### src/rtl/alu_operand_sequencer.sv
// alu_operand_sequencer: gathers an A, B, OP byte frame, drives the ALU from registers and
// returns the captured result over valid/ready. Optional inter-byte timeout: `define ALU_SEQ_TIMEOUT_EN.
module alu_operand_sequencer #(
    parameter int DATA_WIDTH     = 8,
    parameter int MODE_WIDTH     = 6,
    parameter int TIMEOUT_CYCLES = 1000
) (
    input  logic                  i_clk,
    input  logic                  i_rst_n,
    input  logic [DATA_WIDTH-1:0] i_rx_data,
    input  logic                  i_rx_valid,
    output logic [DATA_WIDTH-1:0] o_alu_A,
    output logic [DATA_WIDTH-1:0] o_alu_B,
    output logic [MODE_WIDTH-1:0] o_alu_mode,
    input  logic [DATA_WIDTH-1:0] i_alu_result,
    output logic [DATA_WIDTH-1:0] o_tx_data,
    output logic                  o_tx_valid,
    input  logic                  i_tx_ready,
    output logic                  o_busy,
    output logic                  o_timeout
);

    typedef enum logic [2:0] {
        S_WAIT_A,
        S_WAIT_B,
        S_WAIT_OP,
        S_EXEC,
        S_SEND
    } state_t;

    state_t                r_state;
    logic [DATA_WIDTH-1:0] r_alu_a;
    logic [DATA_WIDTH-1:0] r_alu_b;
    logic [MODE_WIDTH-1:0] r_alu_mode;
    logic [DATA_WIDTH-1:0] r_tx_data;
    logic                  r_tx_valid;
    logic                  r_busy;

    logic                  w_collecting;
    logic                  w_abort;

    // Partial frame in progress: only these states can time out.
    assign w_collecting = (r_state == S_WAIT_B) || (r_state == S_WAIT_OP);

`ifdef ALU_SEQ_TIMEOUT_EN
    localparam int TW = (TIMEOUT_CYCLES > 1) ? $clog2(TIMEOUT_CYCLES) : 1;
    localparam logic [TW-1:0] TIMER_LAST = TW'(TIMEOUT_CYCLES - 1);

    logic [TW-1:0] r_timer;
    logic          r_timeout;

    assign w_abort   = w_collecting && !i_rx_valid && (r_timer == TIMER_LAST);
    assign o_timeout = r_timeout;

    always_ff @(posedge i_clk or negedge i_rst_n) begin
        if (!i_rst_n) begin
            r_timer   <= '0;
            r_timeout <= 1'b0;
        end else begin
            r_timeout <= w_abort;
            if (!w_collecting || i_rx_valid || w_abort) begin
                r_timer <= '0;
            end else begin
                r_timer <= r_timer + TW'(1);
            end
        end
    end
`else
    // Partial frames wait forever; the comparison is constant-false and only keeps
    // TIMEOUT_CYCLES referenced in this build.
    assign w_abort   = (TIMEOUT_CYCLES < 0);
    assign o_timeout = 1'b0;
`endif

    always_ff @(posedge i_clk or negedge i_rst_n) begin
        if (!i_rst_n) begin
            r_state    <= S_WAIT_A;
            r_alu_a    <= '0;
            r_alu_b    <= '0;
            r_alu_mode <= '0;
            r_tx_data  <= '0;
            r_tx_valid <= 1'b0;
            r_busy     <= 1'b0;
        end else begin
            case (r_state)
                S_WAIT_A: begin
                    if (i_rx_valid) begin
                        r_alu_a <= i_rx_data;
                        r_state <= S_WAIT_B;
                    end
                end
                S_WAIT_B: begin
                    if (i_rx_valid) begin
                        r_alu_b <= i_rx_data;
                        r_state <= S_WAIT_OP;
                    end else if (w_abort) begin
                        r_state <= S_WAIT_A;
                    end
                end
                S_WAIT_OP: begin
                    if (i_rx_valid) begin
                        r_alu_mode <= i_rx_data[MODE_WIDTH-1:0];
                        r_busy     <= 1'b1;
                        r_state    <= S_EXEC;
                    end else if (w_abort) begin
                        r_state <= S_WAIT_A;
                    end
                end
                S_EXEC: begin
                    // Operands have been stable for a full cycle, so the ALU output is settled.
                    r_tx_data  <= i_alu_result;
                    r_tx_valid <= 1'b1;
                    r_state    <= S_SEND;
                end
                S_SEND: begin
                    if (r_tx_valid && i_tx_ready) begin
                        r_tx_valid <= 1'b0;
                        r_busy     <= 1'b0;
                        r_state    <= S_WAIT_A;
                    end
                end
                default: begin
                    r_tx_valid <= 1'b0;
                    r_busy     <= 1'b0;
                    r_state    <= S_WAIT_A;
                end
            endcase
        end
    end

    assign o_alu_A    = r_alu_a;
    assign o_alu_B    = r_alu_b;
    assign o_alu_mode = r_alu_mode;
    assign o_tx_data  = r_tx_data;
    assign o_tx_valid = r_tx_valid;
    assign o_busy     = r_busy;

endmodule
### config.mk
export PLATFORM = sky130hd
export DESIGN_NAME = alu_operand_sequencer
export DESIGN_NICKNAME = d
export VERILOG_FILES = /design/src/rtl/alu_operand_sequencer.sv
export SDC_FILE = /design/constraint.sdc
export NUM_CORES = 1
export LEC_CHECK = 0
export ABC_AREA = 1
export CELL_PAD_IN_SITES_DETAIL_PLACEMENT = 0
export CELL_PAD_IN_SITES_GLOBAL_PLACEMENT = 1
export CORE_MARGIN = 1
export CORE_UTILIZATION = 33
export DETAILED_ROUTE_END_ITERATION = 10
export GPL_ROUTABILITY_DRIVEN = 0
export PLACE_DENSITY = 0.8
export SLEW_MARGIN = 20
export SYNTH_ARGS = -nofsm -noshare
export SYNTH_HDL_FRONTEND = slang
export SYNTH_SLANG_ARGS = --single-unit
### constraint.sdc
create_clock -name i_clk -period 1.36 [get_ports i_clk]
set_input_delay 0.204 -clock i_clk [delete_from_list [all_inputs] [get_ports i_clk]]
set_output_delay 0.204 -clock i_clk [all_outputs]
set_load 0.01 [all_outputs]
==> PnR_summary.wiki <==
=== Physical design figures ===
{| class="wikitable"
! Metric !! Value
|-
| Post-synth net total || around 170
|-
| Leftover overflow at the end of global routing || 0
|-
| DRT iter0 DRCs || around 58
|-
| Register-to-register setup slack || approximately 0.12 ns
|-
| Post-CTS Hold Fix Bufs || 1
|-
| Grt peak-use layer || met2
|-
| Fin Clk Skew || 0.00284 ns
|-
| GR Util met1 || 18.1%
|-
| IO buf count || roughly 50
|-
| Final Cycle Share || between 90% and 100%
|-
| Filler Cells Inserted || about 460
|-
| Average cell area after synthesis || approximately 9.9 sq um
|-
| Detailed-routed wire length on met2 || 1350 um
|-
| DRT antenna net count || 0
|-
| Global Route met3 Usage || 3.92%
|-
| Run status || completed
|-
| Peak per-stage delay on the critical path || between 0.4 and 0.5 ns
|-
| Number of buffers created by CTS || 5
|-
| Most numerous logic cells after layout || nand2_1, dfrtp_1, dlygate4sd2_1
|-
| Root buffer selected by CTS || clkbuf_8
|-
| Final layout net count || about 230
|-
| OpenROAD warnings || 26
|-
| Clock transition at the register clock pins on the worst setup and hold paths after CTS || ~0.070 ns
|-
| First-pass GRT wire length || 5110 um
|-
| Number of synthesized register bits || 35
|-
| Final standard cell area without fillers || 0.00211 sq mm
|-
| Residual DRC || 0
|-
| Uppermost signal routing layer after detailed routing || met4
|-
| Logic area || about 490 sq um
|-
| Fraction of final layout cells sized beyond drive strength 1 || ~16%
|-
| Overall die height || 69.3 um
|-
| Critical Path RT || between 1.5 and 2 ns
|-
| Tmin final || roughly 1.2 ns
|-
| Hold Path Class || primary input to async pin
|-
| WL met1 || 1360 um
|-
| CP Capture Type || register
|-
| Total wire length || 2880 um
|-
| Largest fanout on the critical path || 13
|-
| Source of the worst register-to-register timing path || r_state[2]
|-
| Kind of cell with the highest combined delay on the critical path || simple AND/OR/NAND/NOR gates
|-
| Synth area leader || dfrtp_1
|-
| Detailed-route wire length per cell || approximately 11 um
|-
| Worst voltage drop across the vdd grid || roughly 0.0009 V
|-
| Number of inserted diodes || 0
|-
| Endpoint of the lowest-slack register-to-register path || o_alu_mode[4]
|-
| First element of the critical path || r_state[2]
|-
| Capture point of the worst path || o_alu_mode[4]
|-
| Sequential-to-total area share from yosys stat || 58.7%
|-
| CP Data Arrival Time || approximately 1.4 ns
|-
| Hold Violations, Final || 0
|-
| Crit-path slowest cell || dfrtp_1
|-
| Number of gates given a new drive strength after cts || 32
|-
| Power per unit of standard cell area || approximately 2200 mW/mm^2
|-
| Largest net degree at the start of global routing || 24
|-
| Register cell area after layout || a little under 900 sq um
|-
| DPL Wire Length || 2160 um
|-
| Full die area || 0.00480 sq mm
|-
| Via-per-instance ratio || approximately 4.4
|-
| Series of cell instances along the critical path || nor2_4, nand3_4, nand2_1, o21ai_2
|-
| H-tree Lvls || 2
|-
| Buffers inserted during post-CTS setup optimization || 0
|-
| Global-route total usage across every layer || 13.6%
|-
| Instance count on the critical path || 4
|-
| YS warnings || 0
|-
| TritonCTS clock tree || built
|-
| Number of pins with negative max-slew slack in the final report || 0
|-
| Worst Reg2Reg Path Length in Cells || 4
|-
| Via count of the first global-routing pass || approximately 1.1k
|-
| Final setup violating endpoints || 0
|-
| Overall Power || around 4600 uW
|-
| Static leakage || 0.00110 uW
|-
| Number of antenna violations at the first check in global routing || 0
|-
| Number of detailed-routing iterations run before antenna repair || 4
|-
| Die W || ~69 um
|-
| Yosys stat area || between 0.001 and 0.0015 sq mm
|-
| Layout overhead on the synthesized area || 41.6%
|-
| PnR worst setup slack || approximately 0.12 ns
|-
| Buffer and inverter count on the worst path || 0
|-
| Sort of element at the start of the critical path || register
|-
| Main area contributors || dfrtp_1, nand2_1, o21ai_2, o21ai_1, inv_1
|-
| Unique cell type count in the Yosys netlist || 17
|-
| Achievable frequency || 803 MHz
|-
| Placed inst area || around 0.0020 sq mm
|-
| IO Count || 53
|-
| Most used logic cell in the final layout || nand2_1
|-
| Sink Count || 35
|-
| Netlist area before placement || approximately 0.0015 sq mm
|}
[layout make-up]
type | instances | share of cell area [%]
Sequential cell | 35 | 41.5
Timing Repair Buffer | 54 | 23.8
Multi-Input combinational cell | 91 | 23.4
Clock buffer | 8 | 4.74
Inverter | 19 | 3.49
Tap cell | 52 | 3.08
[cells in the mapped netlist]
library cell  number
nand3_1            3
buf_6              3
dfrtp_1           35
nand2_1           43
o21ai_1           18
nor2_4             2
conb_1             1
nand2_2            3
o21ai_2           12
inv_4              1
buf_4              3
nand3_2            2
nand3_4            1
o21ai_0            2
nand2_4            1
nor2_1             3
inv_1             18
[cell families (layout without fill, tap and decap cells)]
family	count (synthesis)	after routing	share of synthesized area, %
buffers and inverters	25	81	8.72
other	1	1	0.251
flip-flops	35	35	58.7
AND/OR/NAND/NOR	58	58	18.6
AND-OR/OR-AND	32	32	13.7
[where the power goes]
part	switching [uW]	total [uW]	leakage [uW]	internal, uW
sequential	325	1860	0.000436	1540
clock	336	797	0.0000515	462
combinational	1070	1960	0.000614	889
total	1730	4620	0.00110	2890
[worst reg2reg max path: stages, from the launching register on]
cell and delay [ns]:
dfrtp_1 0.47, nor2_4 0.26, nand3_4 0.22, nand2_1 0.13, o21ai_2 0.06
[through the flow]
step / std cells / setup TNS [ns] / utilization (%) / hold slack (ns)
2_1_floorplan: 151 / 0 / - / -0.0916
3_3_place_gp: 250 / 0 / 46.7 / 0.120
3_5_place_dp: 250 / -0.0123 / 46.7 / 0.122
4_1_cts: 259 / 0 / 48.3 / 0.356
5_1_grt: 259 / 0 / 48.5 / 0.382
6_report: 259 / 0 / 48.5 / 0.356
[registers in the layout, summed over array words and instances, names as in the netlist]
signal,flops
o_alu_A,8
o_alu_B,8
o_tx_data,8
o_alu_mode,6
r_state,3
o_busy,1
o_tx_valid,1
Fig. 1: clock network drawn from the DEF
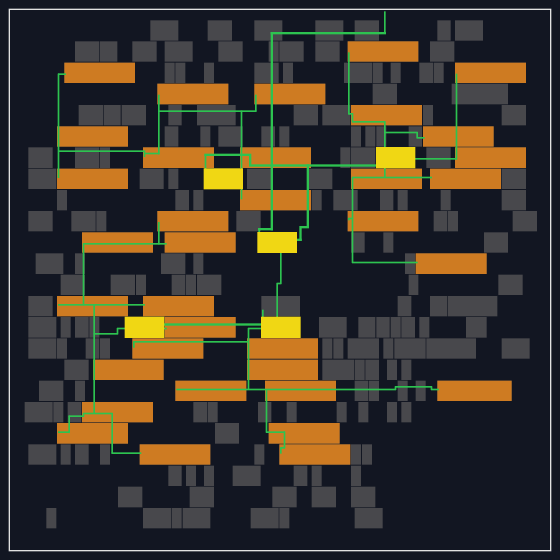
clock wires: marked green, length 406 um. clock-net drivers: marked yellow, count 5. flip-flops: marked orange, count 35.
There are 6 routed clock nets. Position of the flops: widely spread.
Latency at later pin: 0.28 ns
power in the clock group: 797 uW

Fig. 2: cell placement
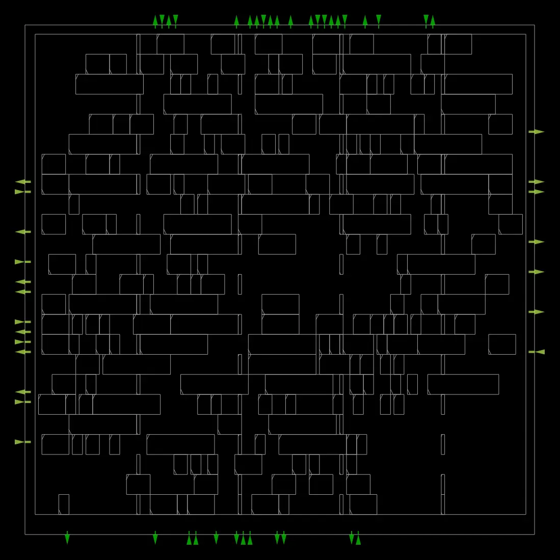
sequential cells: 35
final cell count without fillers: 259

Fig. 3: placement by cell class
The bar under the picture is 20 um long. Fill, decap, tap and diode cells in gray.
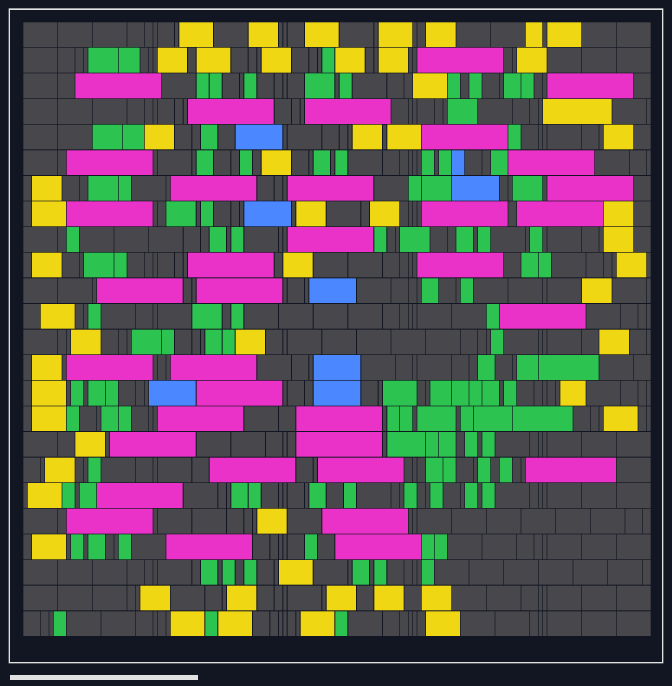
remaining buffers and delay cells: marked yellow, cells 54. registers: marked magenta, cells 35. clock drivers and dummy loads: marked blue, cells 8. remaining logic cells: marked green, cells 110.
number of rows created at floorplan: 24
Core Util, Final: 48.5%
standard cell core area: 0.00435 sq mm

Power figures rest on the tool's default switching activity, not on a simulated workload.
